`src/rtl/layer_mixer_pkg.sv`:
```
`default_nettype none
// layer_mixer_pkg: shared RGB width, pair-count macro and pair-index helper for the layer mixer.
`ifndef LAYER_MIXER_DEFS
`define LAYER_MIXER_DEFS
`define MIXER_RGB_W 12
`define MIXER_PAIRS(n) ((n) * ((n) - 1) / 2)
`endif

package layer_mixer_pkg;

  localparam int DEF_RGB_W = `MIXER_RGB_W;

  // Lexicographic index of pair (i,j), i<j: (0,1)=0, (0,2)=1, ...
  function automatic int pair_idx(input int i, input int j, input int layers);
    return i * layers - i * (i + 1) / 2 + (j - i - 1);
  endfunction

endpackage
`default_nettype wire

```
`src/rtl/mixer_hit_acc.sv`:
```
`default_nettype none
// mixer_hit_acc: sticky pairwise-overlap accumulator, latched into o_hit on each v_sync falling edge.
module mixer_hit_acc
  import layer_mixer_pkg::*;
#(
  parameter int LAYERS = 4,
  parameter int PAIRS  = `MIXER_PAIRS(LAYERS)
) (
  input  logic              clk_vga,
  input  logic              rst,
  input  logic              i_v_sync,
  input  logic [LAYERS-1:0] i_alpha,
  output logic [PAIRS-1:0]  o_hit,
  output logic              o_hit_vld
);
  logic             r_vs_s1;
  logic             r_vs_s2;
  logic [PAIRS-1:0] r_acc;
  logic [PAIRS-1:0] r_hit;
  logic             r_hit_vld;
  logic [PAIRS-1:0] w_ov;
  logic             w_fall;

  for (genvar i = 0; i < LAYERS; i++) begin : g_row
    for (genvar j = i + 1; j < LAYERS; j++) begin : g_col
      assign w_ov[pair_idx(i, j, LAYERS)] = i_alpha[i] & i_alpha[j];
    end
  end

  assign w_fall = r_vs_s2 & ~r_vs_s1;

  always_ff @(posedge clk_vga or negedge rst) begin
    if (!rst) begin
      r_vs_s1   <= 1'b1;
      r_vs_s2   <= 1'b1;
      r_acc     <= '0;
      r_hit     <= '0;
      r_hit_vld <= 1'b0;
    end else begin
      r_vs_s1   <= i_v_sync;
      r_vs_s2   <= r_vs_s1;
      r_hit_vld <= w_fall;
      // An overlap on the frame-end cycle itself belongs to the closing frame.
      if (w_fall) begin
        r_hit <= r_acc | w_ov;
        r_acc <= '0;
      end else begin
        r_acc <= r_acc | w_ov;
      end
    end
  end

  assign o_hit     = r_hit;
  assign o_hit_vld = r_hit_vld;

endmodule
`default_nettype wire

```
`src/rtl/layer_mixer.sv`:
```
`default_nettype none
// layer_mixer: N-layer fixed-priority sprite compositor with a 2-cycle pixel pipeline.
// Define MIXER_HIT_EN to compile in per-frame pairwise collision reporting (hit_o/hit_vld_o).
module layer_mixer
  import layer_mixer_pkg::*;
#(
  parameter int               LAYERS = 4,
  parameter int               RGB_W  = DEF_RGB_W,
  parameter logic [RGB_W-1:0] BG_RGB = '0,
  localparam int              PAIRS  = `MIXER_PAIRS(LAYERS),
  localparam int              ID_W   = $clog2(LAYERS)
) (
  input  logic                    clk_vga,
  input  logic                    rst,
  input  logic                    disp_i,
  input  logic                    v_sync_i,
  input  logic [LAYERS-1:0]       layer_en_i,
  input  logic [LAYERS*RGB_W-1:0] layer_rgb_i,
  input  logic [LAYERS-1:0]       layer_alpha_i,
  output logic [RGB_W-1:0]        rgb_o,
  output logic                    alpha_o,
  output logic [ID_W-1:0]         top_id_o,
  output logic                    disp_o,
  output logic [PAIRS-1:0]        hit_o,
  output logic                    hit_vld_o
);
  logic                    r_disp;
  logic [LAYERS*RGB_W-1:0] r_rgb;
  logic [LAYERS-1:0]       r_alpha;
  logic [RGB_W-1:0]        r_rgb_out;
  logic                    r_alpha_out;
  logic [ID_W-1:0]         r_id_out;
  logic                    r_disp_out;
  logic [LAYERS-1:0]       w_win;
  logic [RGB_W-1:0]        w_rgb;
  logic [ID_W-1:0]         w_id;

  always_ff @(posedge clk_vga or negedge rst) begin
    if (!rst) begin
      r_disp  <= 1'b0;
      r_rgb   <= '0;
      r_alpha <= '0;
    end else begin
      r_disp  <= disp_i;
      r_rgb   <= layer_rgb_i;
      r_alpha <= layer_alpha_i & layer_en_i & {LAYERS{disp_i}};
    end
  end

  // One-hot winner: opaque and no higher-priority (lower index) layer opaque.
  for (genvar k = 0; k < LAYERS; k++) begin : g_win
    if (k == 0) begin : g_first
      assign w_win[k] = r_alpha[0];
    end else begin : g_rest
      assign w_win[k] = r_alpha[k] & ~|r_alpha[k-1:0];
    end
  end

  always_comb begin
    w_rgb = r_disp ? BG_RGB : '0;
    w_id  = '0;
    for (int k = 0; k < LAYERS; k++) begin
      if (w_win[k]) begin
        w_rgb = r_rgb[k*RGB_W +: RGB_W];
        w_id  = ID_W'(k);
      end
    end
  end

  always_ff @(posedge clk_vga or negedge rst) begin
    if (!rst) begin
      r_rgb_out   <= '0;
      r_alpha_out <= 1'b0;
      r_id_out    <= '0;
      r_disp_out  <= 1'b0;
    end else begin
      r_rgb_out   <= w_rgb;
      r_alpha_out <= |r_alpha;
      r_id_out    <= w_id;
      r_disp_out  <= r_disp;
    end
  end

  assign rgb_o    = r_rgb_out;
  assign alpha_o  = r_alpha_out;
  assign top_id_o = r_id_out;
  assign disp_o   = r_disp_out;

`ifdef MIXER_HIT_EN
  mixer_hit_acc #(
    .LAYERS (LAYERS),
    .PAIRS  (PAIRS)
  ) u_hit_acc (
    .clk_vga   (clk_vga),
    .rst       (rst),
    .i_v_sync  (v_sync_i),
    .i_alpha   (r_alpha),
    .o_hit     (hit_o),
    .o_hit_vld (hit_vld_o)
  );
`else
  logic w_unused_vsync;
  assign w_unused_vsync = v_sync_i;
  assign hit_o          = '0;
  assign hit_vld_o      = 1'b0;
`endif

endmodule
`default_nettype wire

```
`config.mk`:
```
export PLATFORM = sky130hd
export DESIGN_NAME = layer_mixer
export DESIGN_NICKNAME = d
export VERILOG_FILES = /design/src/rtl/layer_mixer_pkg.sv /design/src/rtl/mixer_hit_acc.sv /design/src/rtl/layer_mixer.sv
export SDC_FILE = /design/constraint.sdc
export NUM_CORES = 1
export LEC_CHECK = 0
export CAP_MARGIN = 25
export CORE_ASPECT_RATIO = 1.25
export CORE_MARGIN = 2
export CORE_UTILIZATION = 41
export DETAILED_ROUTE_END_ITERATION = 16
export DONT_BUFFER_PORTS = 1
export PLACE_DENSITY = 0.54
export SLEW_MARGIN = 20
export SYNTH_ARGS = -nofsm -noshare
export SYNTH_HDL_FRONTEND = slang
export SYNTH_HIERARCHICAL = 1
export SYNTH_SLANG_ARGS = --single-unit
```
`constraint.sdc`:
```
create_clock -name clk_vga -period 2 [get_ports clk_vga]
set_clock_uncertainty 0.2 [all_clocks]
set_input_delay 0.4 -clock clk_vga [delete_from_list [all_inputs] [get_ports clk_vga]]
set_output_delay 0.4 -clock clk_vga [all_outputs]
set_load 0.03 [all_outputs]
```
**Run 1: logic cells by family**

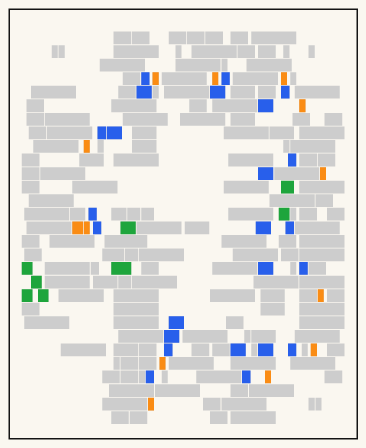
Key: nand cells = orange [cells 13, where spread over the die]; aoi and oai cells = blue [cells 24]; and/or cells = green [cells 8]

**Run 1: congestion heat map**

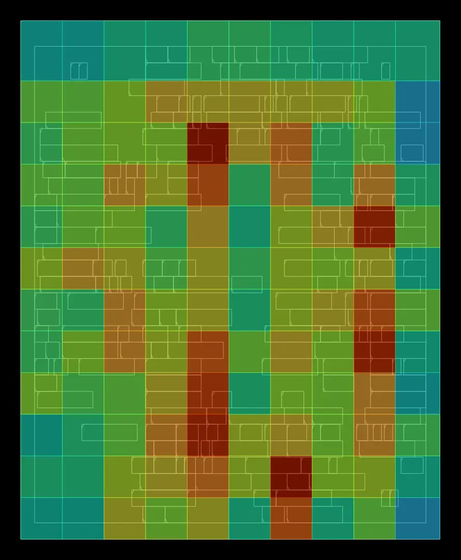
Util after Layout: 56.6%
GR Util met2: 27.0%
grt met1 use: 16.4%
post-DR wirelength/cell: 16.1 um

==> metrics.yaml, run 1 <==
setup_path:
  path_max_fanout: 11
  reg2reg_from: "r_alpha[1]$_DFF_PN0_"
  crit_chain: "nor3b_2 -> a221oi_1 -> o21ai_0"
  rr_endpoint: "rgb_o[11]$_DFF_PN0_"
  r2r_setup_slack_ns: 0.21
  cp.arrival_ns: 1.83
  worst_setup_path_start_kind: "flop"
  worstPathRequired_ns: 2.04
  cpLargestDelayFamily: "simple AND/OR/NAND/NOR gates"
  critical_path_depth: 3
power_and_ir_drop:
  p_clk_w: 0.000996
  peakVddDrop_v: 0.000422
  pg_comb_w: 0.000162
  leakage_nw: 1.31
  p_comb_share_pct: 6.0
final_layout:
  stdcell_count: 266
  logic_area_um2: 393
  clock_buffers: 14
  inv_count: 0
  finalInstanceArea_um2: 2900
  lay_top_cells: "dfrtp_1, dlygate4sd3_1, nand2_1, clkbuf_8"
  final_layout_size_suffix_gt1_share_pct: 11.3
  clock_area_share_pct: 6.14
  largest_register: "r_rgb"
  regArea_um2: 1730
  comb_cells: 67
  seq-cell-share_pct: 59.6
  nFillCells: 407
logic_synthesis:
  numSynthFlops: 69
  syn_area_per_cell_um2: 15.4
  ys_top_cells_by_area: "dfrtp_1, a221oi_1, buf_4"
  yosysTopAreaCell: "dfrtp_1"
  edf_count: 0
  flop_cell: "dfrtp_1"
  adder_share_pct: 0
  synth_area_um2: 2200
  yosys.area_share.simple_pct: 8.94
  mux_area_share_pct: 0
  logic_family: "simple AND/OR/NAND/NOR gates"
  netlist_instances: 143
  top_cell: "dfrtp_1"
  synthAoiAreaFrac_pct: 7.74
global_routing:
  busiest_layer: "met2"
  use_met3_pct: 6.35
  grt_pass1_wl_um: 6940
  grt_start_max_net_pins: 70
drt:
  antenna_left: 0
  drc: 0
  wl_met3_um: 307
  vias: 1285
  routed_wl_um: 4290
  via_per_inst: 4.83
  wl_met2_um: 2300
sta:
  maxSlewHeadroom_pct: 44.1
  rsz0062_at_grt: "false"
  slew_viol_final: 0
  hold_slack_ns: -0.436
  worst_pin_slew_ns: 0.835
  hold_violations: 69
  tns_ns: 0
clocking:
  cts_resized: 0
  cts-buffers-inserted: 9
  postCtsSetupBuffers: 0
  cts_tree: "yes"
  cts_max_level: 3
placed_design:
  gp_congestion: 0.725
  dpl_worst_slack_ns: 0.209
  place_inst: 202
run_status:
  status: "complete, but fails checks"
  violations: "negative hold slack"
die:
  rows: 29
  core-area_um2: 5120
  fp_util_pct: 42.9
  die_w_um: 69.5
run:
  warnings: 29
  drv_cap: 0
hold_path:
  hold_class: "in -> async"
**Run 1: metal layers overlaid**

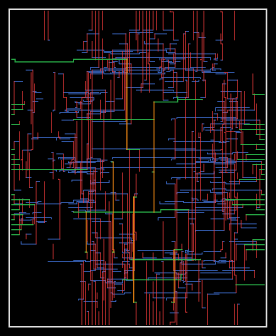
Key: M2 = red [wire length 2300 um]; M4 = orange [wire length 133 um]; M3 = green [wire length 308 um]; M1 = blue [wire length 1550 um]

**Run 1: signal wires on met2**

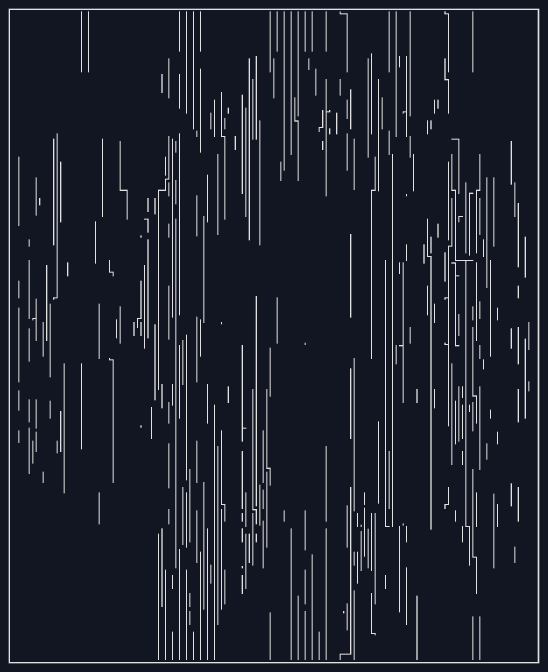
The longest straight run is 49.0 um. 221 nets have wire on it.

==> run 2, diff against run 1 <==
- SYNTH_HIERARCHICAL: 1 -> unset
==> run 2 against run 1 <==
Effect of this change:
- the flow still finishes with violations (negative hold slack)
- flip-flop count unchanged
- non-clock buffer count unchanged
- die area did not move
- largest cell class unchanged
==> metrics.yaml, run 2 <==
setup_path:
  worstPathRequired_ns: 2.04
  rr_endpoint: "rgb_o[11]$_DFF_PN0_"
  r2r_setup_slack_ns: 0.21
  reg2regPathDepth: 3
  crit_end: "rgb_o[11]$_DFF_PN0_"
  worst_setup_path_start_kind: "flop"
  cp.arrival_ns: 1.83
  crit_start: "r_alpha[1]$_DFF_PN0_"
  crit_slowest_cell: "nor3b_2"
  reg2reg_from: "r_alpha[1]$_DFF_PN0_"
  critical_path_depth: 3
  cp_num_buf_inv: 0
  crit_chain: "nor3b_2 -> a221oi_1 -> o21ai_0"
  cpLargestDelayFamily: "simple AND/OR/NAND/NOR gates"
  path_max_fanout: 11
sta:
  fmax_ghz: 0.558
  tns_ns: 0
  finalSetupViolations: 0
  worst_pin_slew_ns: 0.835
  fin_crit_ns: 1.79
  fin_crit_sh_pct: 89.5
  hold_violations: 69
  slew_viol_final: 0
  rsz0062_at_grt: "false"
  final.setup.worst_slack_ns: 0.209
  maxSlewHeadroom_pct: 44.1
  hold_slack_ns: -0.436
power_and_ir_drop:
  clockPowerShare_pct: 36.6
  swShare_pct: 22.3
  p_comb_share_pct: 6.0
  pg_comb_w: 0.000162
  pwr-share-seq_pct: 57.5
  power.total_w: 0.00272
  power.density_nw_per_um2: 941
  power_leader: "sequential cells"
  leakage_nw: 1.31
  switching_power_w: 0.000607
  seq_power_w: 0.00157
  p_clk_w: 0.000996
  peakVddDrop_v: 0.000422
die:
  nWellTaps: 62
  core-area_um2: 5120
  die-area_um2: 5960
  ioPinCount: 83
  rows: 29
  fp_util_pct: 42.9
  die_w_um: 69.5
clocking:
  postCtsSetupBuffers: 0
  cts_resized: 0
  cts-buffers-inserted: 9
  cts_tree: "yes"
  clk_latency_ns: 0.32
  clock_path_buffers: 2
  cts_max_level: 3
  path_clk_slew_ns: 0.07
  cts_root_buf: "clkbuf_8"
final_layout:
  comb_cells: 67
  regArea_um2: 1730
  lay_top_cells: "dfrtp_1, dlygate4sd3_1, nand2_1, clkbuf_8"
  layout_top_cell: "dfrtp_1"
  final_layout_size_suffix_gt1_share_pct: 11.3
  clock_buffers: 14
  final_nets: 260
  inv_count: 0
  n_antenna_cell: 0
  logic_area_um2: 393
  finalInstanceArea_um2: 2900
  utilization_pct: 56.6
  syn_to_final_growth_pct: 31.8
  flops: 69
  largest_reg_flops: 48
  layout.nonclk_buf_share_pct: 18.0
  stdcell_count: 266
  largest_register: "r_rgb"
  clock_area_share_pct: 6.14
  largestClassByArea: "sequential cells"
  nFillCells: 407
  seq-cell-share_pct: 59.6
logic_synthesis:
  top_cell_area_share_pct: 78.6
  yosys.area_share.simple_pct: 8.94
  synthAoiAreaFrac_pct: 7.74
  synth_area_um2: 2200
  syn_area_per_cell_um2: 15.4
  top_cell: "dfrtp_1"
  ys_top_cells_by_area: "dfrtp_1, a221oi_1, buf_4"
  yosys_cells: 143
  logic_family: "simple AND/OR/NAND/NOR gates"
  yosys_area_um2: 2200
  ys_types: 21
  synth-xor-area-share_pct: 0
  netlist_instances: 143
  mux_area_share_pct: 0
  yosysTopAreaCell: "dfrtp_1"
  adder_share_pct: 0
  flop_cell: "dfrtp_1"
  ys.warnings.count: 0
  numSynthFlops: 69
  common_cells: "dfrtp_1, nand2_1, a221oi_1, nor2_1, o21ai_1"
  edf_count: 0
drt:
  drt_iter0_markers: 49
  antenna_left: 0
  wl_met2_um: 2300
  wl_met3_um: 307
  top_layer: "met4"
  wl_per_cell_um: 16.1
  wl_met1_um: 1550
  drc: 0
  via_per_inst: 4.83
  drt_pass1_iterations: 4
global_routing:
  grt_start_max_net_pins: 70
  grt_pass1_vias: 1486
  overflow: 0
  met1_usage_pct: 16.4
  use_met2_pct: 27.0
  grt_pass1_wl_um: 6940
run:
  drv_cap: 0
  warnings: 29
placed_design:
  dpl_worst_slack_ns: 0.209
  hpwl_um: 2540
  post_dp_cell_area_um2: 2230
  numPortBuffers: 0
  place_inst: 202
  gp_congestion: 0.725
run_status:
  status: "complete, but fails checks"
  violations: "negative hold slack"
hold_path:
  hold_class: "in -> async"
**Run 2: congestion heat map**

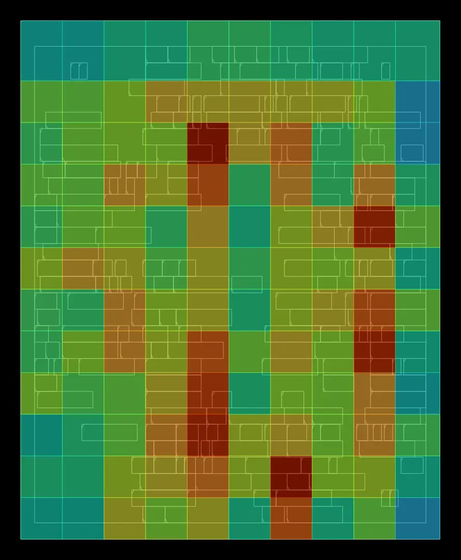
gr usage total: 15.9%
global routing's busiest layer: met2
met3 Resource Use GR: 6.35%

**Run 2: cell area per tile**

The die is cut into 7 by 9 equal tiles; white is low, dark blue is high, 0 to 100% covered.
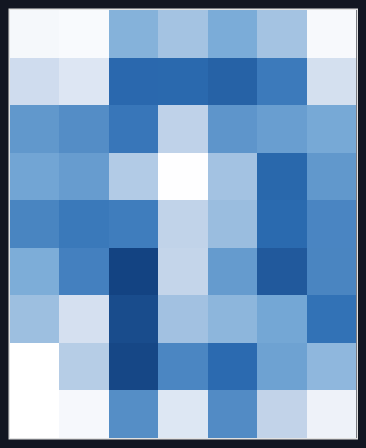
The emptiest ninth of the die: bottom left. 16% of the tiles are over 75% full. The fullest tile reaches 92%. The mean over all tiles is 47%.

**Run 2: signal wires on met2**

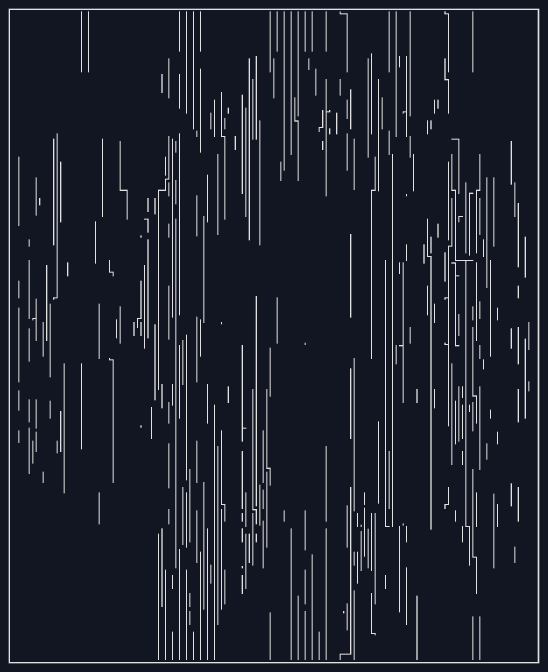
The longest straight run is 49.0 um. 221 nets have wire on it.
WL final: 4290 um
total number of vias: 1285

Power is estimated from default activity; no workload was simulated.
